[src/rtl/uart_pkg.sv]
// ---------------------------------------------------------------------------
// uart_pkg
// Types and constants shared by the MiniLab UART receiver and transmitter.
//   rx_state_t       : receiver FSM states
//   DIV_W            : width of the clocks-per-bit divisor {DBH[4:0], DBL[7:0]}
//   MIN_DIV          : smallest supported divisor
//   BAUD_115200_50M  : divisor for 115200 baud from a 50 MHz clock
// ---------------------------------------------------------------------------
package uart_pkg;

  localparam int DIV_W   = 13;
  localparam int MIN_DIV = 16;

  localparam logic [DIV_W-1:0] BAUD_115200_50M = 13'h1B2;

  typedef enum logic [1:0] {
    IDLE  = 2'd0,
    START = 2'd1,
    DATA  = 2'd2,
    STOP  = 2'd3
  } rx_state_t;

endpackage

[src/rtl/uart_rx_nq_if.sv]
// ---------------------------------------------------------------------------
// uart_rx_nq_if
// Byte handshake between the UART receiver and the character consumer.
//   rx_data  : last good byte received           (receiver -> consumer)
//   rdy      : rx_data holds an unread byte      (receiver -> consumer)
//   frm_err  : one-cycle pulse, stop bit low     (receiver -> consumer)
//   ovr_err  : one-cycle pulse, unread overwrite (receiver -> consumer)
//   clr_rdy  : consumer acknowledge, clears rdy  (consumer -> receiver)
// ---------------------------------------------------------------------------
interface uart_rx_nq_if;

  logic [7:0] rx_data;
  logic       rdy;
  logic       frm_err;
  logic       ovr_err;
  logic       clr_rdy;

  modport master (
    output rx_data, rdy, frm_err, ovr_err,
    input  clr_rdy
  );

  modport slave (
    input  rx_data, rdy, frm_err, ovr_err,
    output clr_rdy
  );

endinterface

[src/rtl/uart_sync2.sv]
// ---------------------------------------------------------------------------
// uart_sync2
// Two-flop synchronizer for an asynchronous single-bit input.
//   clk   : destination clock
//   rst   : synchronous active-high reset; both flops load RST_VAL
//   i_d   : asynchronous input
//   o_q   : synchronized output, two cycles behind i_d
// RST_VAL should match the idle level of the input so that reset does not
// look like an edge downstream.
// ---------------------------------------------------------------------------
module uart_sync2 #(
  parameter logic RST_VAL = 1'b1
) (
  input  logic clk,
  input  logic rst,
  input  logic i_d,
  output logic o_q
);

  logic r_meta;
  logic r_sync;

  // NOTE: sequential state is written with non-blocking assignments so every
  // flop samples the pre-edge value of its neighbour; blocking here would
  // collapse the two stages into one.
  always_ff @(posedge clk) begin
    if (rst) begin
      r_meta <= RST_VAL;
      r_sync <= RST_VAL;
    end else begin
      r_meta <= i_d;
      r_sync <= r_meta;
    end
  end

  assign o_q = r_sync;

endmodule

[src/rtl/uart_rx_nq.sv]
// ---------------------------------------------------------------------------
// uart_rx_nq
// 8N1 UART receiver with a 13-bit programmable clocks-per-bit divisor.
//   clk   : system clock
//   rst   : synchronous active-high reset
//   RX    : asynchronous serial line, idle high
//   DBL   : divisor low byte
//   DBH   : divisor high bits
//   bus   : byte handshake (rx_data, rdy, frm_err, ovr_err out; clr_rdy in)
// The divisor is captured when a start bit is detected and used for the
// whole frame. Every sample is taken when the baud down-counter reaches 0.
// ---------------------------------------------------------------------------
module uart_rx_nq
  import uart_pkg::*;
(
  input  logic                clk,
  input  logic                rst,
  input  logic                RX,
  input  logic [7:0]          DBL,
  input  logic [4:0]          DBH,
  uart_rx_nq_if.master        bus
);

  logic             w_rx_s;
  logic [DIV_W-1:0] w_div_in;
  logic             w_expire;

  rx_state_t        r_state;
  rx_state_t        w_state_nxt;
  logic             w_start_det;
  logic             w_start_ok;
  logic             w_data_smp;
  logic             w_stop_smp;

  logic [DIV_W-1:0] r_div;
  logic [DIV_W-1:0] r_cnt;
  logic [2:0]       r_bit_cnt;
  logic [7:0]       r_shift;
  logic             r_armed;
  logic [7:0]       r_rx_data;
  logic             r_rdy;
  logic             r_frm_err;
  logic             r_ovr_err;

  uart_sync2 #(.RST_VAL(1'b1)) u_sync_rx (
    .clk (clk),
    .rst (rst),
    .i_d (RX),
    .o_q (w_rx_s)
  );

  assign w_div_in = {DBH, DBL};
  assign w_expire = (r_cnt == '0);

  // NOTE: every signal driven here gets a default before the case so that
  // no path leaves it unassigned, which would otherwise infer a latch.
  always_comb begin
    w_state_nxt = r_state;
    w_start_det = 1'b0;
    w_start_ok  = 1'b0;
    w_data_smp  = 1'b0;
    w_stop_smp  = 1'b0;
    unique case (r_state)
      IDLE: begin
        // r_armed blocks a retrigger on a line still low after a bad stop bit.
        if (r_armed && !w_rx_s) begin
          w_start_det = 1'b1;
          w_state_nxt = START;
        end
      end
      START: begin
        if (w_expire) begin
          w_start_ok  = !w_rx_s;
          w_state_nxt = w_rx_s ? IDLE : DATA;
        end
      end
      DATA: begin
        if (w_expire) begin
          w_data_smp = 1'b1;
          if (r_bit_cnt == 3'd7) w_state_nxt = STOP;
        end
      end
      STOP: begin
        if (w_expire) begin
          w_stop_smp  = 1'b1;
          w_state_nxt = IDLE;
        end
      end
      default: w_state_nxt = IDLE;
    endcase
  end

  always_ff @(posedge clk) begin
    if (rst) begin
      r_state   <= IDLE;
      r_div     <= '0;
      r_cnt     <= '0;
      r_bit_cnt <= '0;
      r_shift   <= '0;
      r_armed   <= 1'b0;
      r_rx_data <= '0;
      r_rdy     <= 1'b0;
      r_frm_err <= 1'b0;
      r_ovr_err <= 1'b0;
    end else begin
      r_state   <= w_state_nxt;
      r_frm_err <= 1'b0;
      r_ovr_err <= 1'b0;

      // Start half-period is loaded one short because the detect cycle itself
      // counts as the first cycle of the start bit; this puts the start sample
      // floor(div/2) cycles after the first low rx_s.
      if (w_start_det) begin
        r_div <= w_div_in;
        r_cnt <= {1'b0, w_div_in[DIV_W-1:1]} - DIV_W'(1);
      end else if (w_start_ok || w_data_smp) begin
        r_cnt <= r_div - DIV_W'(1);
      end else if (r_state != IDLE && !w_expire) begin
        r_cnt <= r_cnt - DIV_W'(1);
      end

      if (w_start_ok)      r_bit_cnt <= '0;
      else if (w_data_smp) r_bit_cnt <= r_bit_cnt + 3'd1;

      // Line is LSB-first, so shifting in at the MSB leaves bit 0 at [0].
      if (w_data_smp) r_shift <= {w_rx_s, r_shift[7:1]};

      if (w_rx_s)          r_armed <= 1'b1;
      else if (w_stop_smp) r_armed <= 1'b0;

      // A good stop sample wins over a coincident clr_rdy; an acknowledged
      // byte being replaced is not an overrun.
      if (w_stop_smp && w_rx_s) begin
        r_rx_data <= r_shift;
        r_rdy     <= 1'b1;
        r_ovr_err <= r_rdy && !bus.clr_rdy;
      end else if (bus.clr_rdy) begin
        r_rdy <= 1'b0;
      end

      if (w_stop_smp && !w_rx_s) r_frm_err <= 1'b1;
    end
  end

  assign bus.rx_data = r_rx_data;
  assign bus.rdy     = r_rdy;
  assign bus.frm_err = r_frm_err;
  assign bus.ovr_err = r_ovr_err;

endmodule
[src/flat_wrapper.sv]
// flat-port wrapper written by rule: the top's interface ports become plain ports
module uart_rx_nq_flat import uart_pkg::*;
  (clk, rst, RX, DBL, DBH, bus_rx_data, bus_rdy, bus_frm_err, bus_ovr_err, bus_clr_rdy);
  uart_rx_nq_if bus_i ();
  input  logic clk;
  input  logic rst;
  input  logic RX;
  input  logic [7:0] DBL;
  input  logic [4:0] DBH;
  output wire logic [$bits(bus_i.rx_data)-1:0] bus_rx_data;
  output wire logic [$bits(bus_i.rdy)-1:0] bus_rdy;
  output wire logic [$bits(bus_i.frm_err)-1:0] bus_frm_err;
  output wire logic [$bits(bus_i.ovr_err)-1:0] bus_ovr_err;
  input wire logic [$bits(bus_i.clr_rdy)-1:0] bus_clr_rdy;
  assign bus_rx_data = bus_i.rx_data;
  assign bus_rdy = bus_i.rdy;
  assign bus_frm_err = bus_i.frm_err;
  assign bus_ovr_err = bus_i.ovr_err;
  assign bus_i.clr_rdy = bus_clr_rdy;
  uart_rx_nq u_core (.clk(clk), .rst(rst), .RX(RX), .DBL(DBL), .DBH(DBH), .bus(bus_i));
endmodule
[config.mk]
export PLATFORM = sky130hd
export DESIGN_NAME = uart_rx_nq_flat
export DESIGN_NICKNAME = d
export VERILOG_FILES = /design/src/rtl/uart_pkg.sv /design/src/rtl/uart_rx_nq_if.sv /design/src/rtl/uart_sync2.sv /design/src/rtl/uart_rx_nq.sv /design/src/flat_wrapper.sv
export SDC_FILE = /design/constraint.sdc
export NUM_CORES = 1
export LEC_CHECK = 0
export ABC_CLOCK_PERIOD_IN_PS = 3350
export CAP_MARGIN = 20
export CELL_PAD_IN_SITES_DETAIL_PLACEMENT = 0
export CELL_PAD_IN_SITES_GLOBAL_PLACEMENT = 2
export CORE_ASPECT_RATIO = 0.5
export CORE_UTILIZATION = 34
export DETAILED_ROUTE_END_ITERATION = 12
export PLACE_DENSITY_LB_ADDON = 0.1
export SLEW_MARGIN = 10
export SYNTH_ARGS = -nofsm -noshare
export SYNTH_HDL_FRONTEND = slang
export SYNTH_SLANG_ARGS = --single-unit
[constraint.sdc]
create_clock -name clk -period 3.35 [get_ports clk]
set_input_delay 0.335 -clock clk [delete_from_list [all_inputs] [get_ports clk]]
set_output_delay 0.335 -clock clk [all_outputs]
set_load 0.05 [all_outputs]
Figure 1. Sizing map (run 1).
Drawn at 4 px/um.
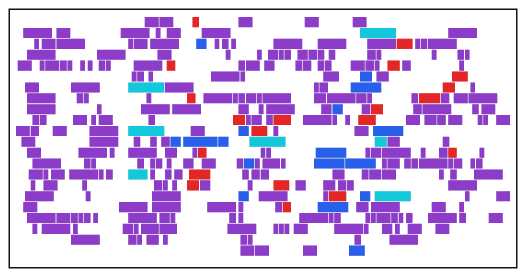
Key: _0 and _1 cells = purple [cells 281]; _3 and _4 cells = blue [cells 17]; _6 and larger = cyan [cells 7]; _2 cells = red [cells 20]
design area: 3140 um^2
number of buffers other than clock buffers in the final layout: 35
signed area change from the synthesized netlist to the final layout: 19.4%
post-layout worst setup margin: 0.504 ns

Figure 2. Placement by cell class (run 1).
Drawn at 4 px/um. Fill, decap, tap and diode cells in grey.
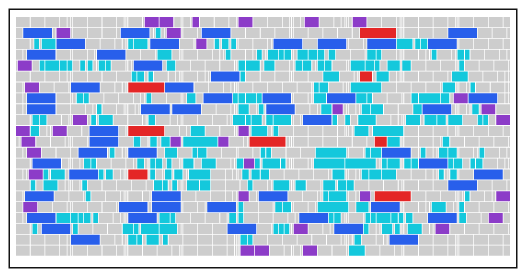
Key: other buffers and delay cells = purple [cells 35, share of their area 11%]; combinational and other logic = cyan [cells 229, share of their area 49%]; clock drivers and dummy loads = red [cells 8, share of their area 5.2%]; flops = blue [cells 53, share of their area 35%]
post-route core utilization: 42.5%
count of standard-cell rows: 22
sequential cell area share: 33.7%

==> results.txt, run 1 <==
yosys + openroad results -> Bufs on Longest Clock Path=2, clock insertion delay at the later pin of the skew report=0.30 ns, DR WL/cell=~15 um, overall routed net length=6520 um, relative contribution of combinational cells to total power=approximately 20%, GPL Wtd Cong=0.756, most frequent standard cell in the layout excluding fill and tap cells=sky130_fd_sc_hd__nand2_1, cell family with the largest share of critical-path delay=simple AND/OR/NAND/NOR gates, worst hold path cell count=1, sequential cell fraction of total power=43.8%, area reported by Yosys stat=2630 um^2, highest ir drop seen on vdd=0.204 mV, path depth of the worst reg2reg path=8, delay of the slowest cell on the worst path=0.70 ns, maximum clock frequency=351 MHz, net load switching power=454 uW, total number of yosys warnings=0, number of enable flip-flop cells=0, global-route wire length before repair=11100 um, number of I/O pins=28, post-CTS setup buffer count=0, nets in the synthesized netlist=approximately 320, required time of the critical path=3.53 ns, hold path endpoint=u_core.u_sync_rx.o_q, tapcells inserted=96, internal power=1060 uW, Static Leak=~0.0011 uW, total negative slack for setup checks=0 ns, critical path capture point=u_core.r_cnt[6], Leading cell kind=logic gates, OpenROAD warnings=26, final number of setup-violating endpoints=0, mapped cell area=2630 um^2, layout cells sized above 1=a little over an eighth, final total power=1520 uW, critical path start-end classification=flip-flop to flip-flop, fin nets=344, WP data arrival=approximately 3.0 ns, seq pwr=665 uW, Worst slew margin=53.7%, Clock Power=around 550 uW, Multi-Input Combinational=226, Diodes inserted=0, hold crit path type=flip-flop to flip-flop, count of clock tree sinks=53, initial cell density of the core=approximately 36%, Cells after DPL=413, sw frac=29.9%, initial DRC count=between 100 and 150, placeable core region=7400 um^2, leading cell types by count after synthesis=59 x sky130_fd_sc_hd__nand2_1, 53 x sky130_fd_sc_hd__dfxtp_1, 27 x sky130_fd_sc_hd__a21oi_1, start of the worst register-to-register path=u_core.r_state[0], Crit path depth=8, clock slew at reported path FFs=0.07 ns, post-DP HPWL=4550 um, Comb gate area=1470 um^2, yosys cell count=301, crit path launch type=flip-flop, DRC Markers=0, crit path cell chain=or4b_1, nand2_1, and3_1, ha_1, inv_1, nor4_4, a211oi_1, a311o_1, tally of max-capacitance violations=0, instance area at placement=2990 um^2, flip-flop and latch area=1060 um^2, asr flop ratio synth=0%, vias per cell=5.26, largest net degree at the start of global routing=52, cell type of the slowest stage on the worst timing path=sky130_fd_sc_hd__or4b_1, area of the chip=8120 um^2, Congestion Overflow GR=0, R2R setup slack=0.50 ns, Clock-cell share=4.97%, number of flip-flops and latches=~53, Setup WS pre-CTS=between 0.4 and 0.5 ns, Yosys reg bits=53, worst hold path startpoint=u_core.u_sync_rx.r_meta, Inverters, non-clock=3, Bufs and invs on worst path=1, WHS=0.414 ns, timing startpoint of the critical path=u_core.r_state[0], capture point of the worst reg-to-reg path=u_core.r_cnt[6], Unique masters post-synth=54, Initial DRT Pass Iterations=4, # clk buffers=6, syn avg cell area=roughly 9 um^2, H-Tree Level Count=2, gate count of the mapped netlist=301, largest fanout on the critical path=15, logic share of the area=46.8%, Root Driver=sky130_fd_sc_hd__clkbuf_16, post-layout period usage of the worst path=84.9%, Max-area cell share=40.3%, skew final=between 0.004 and 0.005 ns, Largest cells by area=sky130_fd_sc_hd__dfxtp_1 40%, sky130_fd_sc_hd__nand2_1 8.4%, sky130_fd_sc_hd__mux2i_1 5.3%, run status=finished clean, part of the power in the clock network=36.0%, Max Slew Vio Count=0, number of buffers created by CTS=5, registers with the most flip-flops=u_core.r_cnt x13, u_core.r_div x13, final period demand of the worst path=2.85 ns, Biggest consumer=sequential cells, Hold Violations, Final=0, count of instances resized after the clock tree is built=0, number of antenna violations at the first check in global routing=0
Figure 3. Routing congestion (run 1).
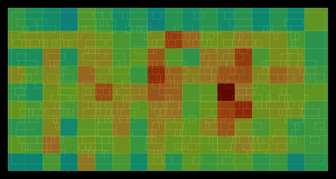
met2 track utilization from global routing: 27.3%
GRT Resource Usage Total: 17.6%
met1 Use GR: 23.6%

[run 1: cell families (layout without fill, tap and decap cells)]
family                   after synthesis  in the layout  share of synthesized area (%)
AND-OR/OR-AND                         69             69                           19.3
XOR/XNOR                               3              3                          0.998
adder cells (fa/ha/maj)                3              3                           1.43
buffers and inverters                 22             46                           3.90
flip-flops                            53             53                           40.3
multiplexers                          18             18                           7.03
AND/OR/NAND/NOR                      133            133                           27.1
[run 1: metal layers]
metal  GRT usage (%)  wire [um]  vias to the layer above  share of wire [%]
met5               0          0                        -                  0
met4            4.97         57                        0               0.87
met3            5.03        350                        5                5.4
met2            27.3       2730                       41                 42
met1            23.6       3380                     1038                 52
li1                -          -                     1132                  -
==> run 2, diff against run 1 <==
- ABC_CLOCK_PERIOD_IN_PS: 3350 -> 2500
- CORE_UTILIZATION: 34 -> 31
- clock period: 3.35 -> 2.5 ns (I/O delays scaled with it)
Figure 4. Sizing map (run 2).
Drawn at 4 px/um.
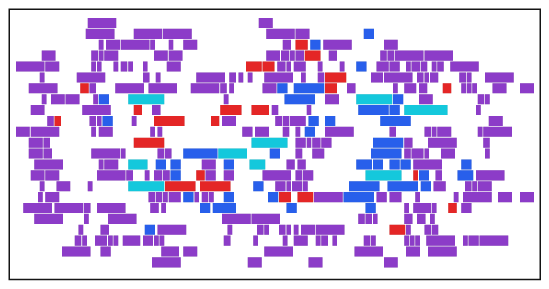
Key: _0 and _1 cells = purple [cells 273]; _6 and larger = cyan [cells 9]; _2 cells = red [cells 23]; _3 and _4 cells = blue [cells 43]
signed area change from the synthesized netlist to the final layout: 29.9%
post-layout worst setup margin: 0.109 ns
design area: 3420 um^2
number of buffers other than clock buffers in the final layout: 58

Figure 5. Placement by cell class (run 2).
Drawn at 4 px/um. Fill, decap, tap and diode cells in grey.
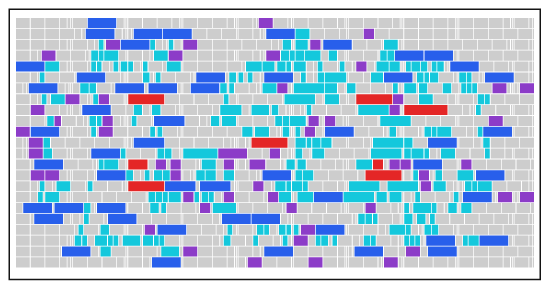
Key: clock drivers and dummy loads = red [cells 8, share of their area 5.4%]; flops = blue [cells 53, share of their area 32%]; combinational and other logic = cyan [cells 229, share of their area 46%]; other buffers and delay cells = purple [cells 58, share of their area 16%]
placeable core region: 8120 um^2
count of standard-cell rows: 23
post-route core utilization: 42.2%

Figure 6. Routing congestion (run 2).
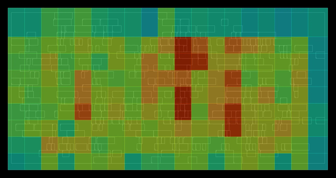
GRT Max-Usage Layer: met2
GRT Resource Usage Total: 17.1%
DR WL/cell: 15.4 um
met3 Track Usage GR: 4.20%

==> results.txt, run 2 <==
yosys + openroad results -> post-layout period usage of the worst path=between 90% and 100%, number of I/O pins=28, Bufs and invs on worst path=1, fin nets=between 300 and 400, number of antenna violations at the first check in global routing=0, sequential cell area share=31.2%, highest ir drop seen on vdd=0.333 mV, Bufs on Longest Clock Path=2, yosys cell count=301, Complex Gates by Area=about a fifth, met1 Use GR=22.6%, number of buffers created by CTS=5, capture point of the worst reg-to-reg path=u_core.r_cnt[7], Max-area cell share=40.3%, Crit path depth=7, Initial DRT Pass Iterations=4, met2 track utilization from global routing=27.6%, uppermost metal layer occupied by signal nets=met4, nets in the synthesized netlist=321, largest non-sequential cell family by area=simple AND/OR/NAND/NOR gates, area fraction in full adders, half adders and majority gates=1.43%, XOR Share, Synth=0.998%, path depth of the worst reg2reg path=7, run status=finished clean, crit path launch type=flip-flop, tapcells inserted=112, worst hold path cell count=4, delay of the slowest cell on the worst path=about 0.48 ns, Leading cell kind=logic gates, Diodes inserted=0, gate count of the mapped netlist=301, skew final=0.00673 ns, largest fanout on the critical path=15, Inverters, non-clock=3, registers with the most flip-flops=u_core.r_cnt x13, u_core.r_div x13, Congestion Overflow GR=0, critical path capture point=u_core.r_cnt[7], asr flop ratio synth=0%, largest net degree at the start of global routing=31, number of flip-flops and latches=roughly 53, Yosys reg bits=between 50 and 60, critical path start-end classification=flip-flop to flip-flop, final period demand of the worst path=2.39 ns, Hold Violations, Final=0, post-DP HPWL=5130 um, initial cell density of the core=about a third, Largest cells by area=sky130_fd_sc_hd__dfxtp_1 40%, sky130_fd_sc_hd__nand2_1 8.4%, sky130_fd_sc_hd__mux2i_1 5.3%, start of the worst register-to-register path=u_core.u_sync_rx.o_q, most frequent standard cell in the layout excluding fill and tap cells=sky130_fd_sc_hd__nand2_1, leading cell types by count after synthesis=59 x sky130_fd_sc_hd__nand2_1, 53 x sky130_fd_sc_hd__dfxtp_1, 27 x sky130_fd_sc_hd__a21oi_1, global-route wire length before repair=11600 um, clock slew at reported path FFs=about 0.070 ns, Worst slew margin=between 60 and 70%, final number of setup-violating endpoints=0, H-Tree Level Count=2, total number of yosys warnings=0, Comb gate area=between 1500 and 2000 um^2, # clk buffers=6, required time of the critical path=approximately 2.7 ns, timing startpoint of the critical path=u_core.u_sync_rx.o_q, tally of max-capacitance violations=0, post-synthesis simple-gate area fraction=between 20% and 30%, initial DRC count=127, syn avg cell area=8.75 um^2, final-layout fill cell count=820, hold crit path type=input pin to flip-flop, vias per cell=5.12, R2R setup slack=0.11 ns, area reported by Yosys stat=2630 um^2, overall routed net length=a little over 7000 um, total negative slack for setup checks=0 ns, cell family with the largest share of critical-path delay=simple AND/OR/NAND/NOR gates, clock insertion delay at the later pin of the skew report=0.30 ns, highest-count cells in the layout ignoring fill and taps=59 x sky130_fd_sc_hd__nand2_1, 49 x sky130_fd_sc_hd__dfxtp_1, 29 x sky130_fd_sc_hd__buf_4, Unique masters post-synth=54, Multi-Input Combinational=226, WL met3=389 um, OpenROAD warnings=26, mapped cell area=2630 um^2, GPL Wtd Cong=0.804, worst hold path startpoint=rst, mux frac, synth=7.03%, count of clock tree sinks=53, WP data arrival=2.58 ns, cell type of the slowest stage on the worst timing path=sky130_fd_sc_hd__nor4_4, maximum clock frequency=between 400 and 500 MHz, met2 routed wirelength=3080 um, Clock-cell share=5.16%, hold path endpoint=u_core.r_cnt[5], DRC Markers=0, Root Driver=sky130_fd_sc_hd__clkbuf_16, count of instances resized after the clock tree is built=2, area of the chip=between 8000 and 9000 um^2, number of enable flip-flop cells=0, instance area at placement=around 3200 um^2, WL met1=3540 um, Max Slew Vio Count=0, crit path cell chain=nor4b_4, buf_12, mux2i_1, o31ai_4, nor4_4, a2111oi_2, a311o_1, Static Leak=0.00126 uW, logic share of the area=between 40% and 50%
-- run 2: stage by stage --
stage / utilization, % / cells / worst slack (ns) / power (uW) / hold WS (ns)
global placement: 39.2 / 450 / 0.0429 / 1360 / 0.407
CTS: 41.6 / 459 / 0.0438 / 2210 / 0.404
floorplan: - / 301 / 0.00815 / 1210 / 0.354
global route: 42.2 / 460 / -0.0000662 / 2320 / 0.439
finish: 42.2 / 460 / 0.109 / 2210 / 0.423
detailed placement: 39.2 / 450 / -0.000970 / 1360 / 0.405
-- run 2: power breakdown --
| part | total [uW] | internal (uW) | switching (uW) | leakage [uW] |
|---|---|---|---|---|
| Combinational | 492 | 213 | 279 | 0.000748 |
| Clock | 827 | 500 | 326 | 0.0000831 |
| Sequential | 894 | 868 | 26.5 | 0.000430 |
| Total | 2210 | 1580 | 632 | 0.00126 |
Power figures rest on the tool's default switching activity, not on a simulated workload.
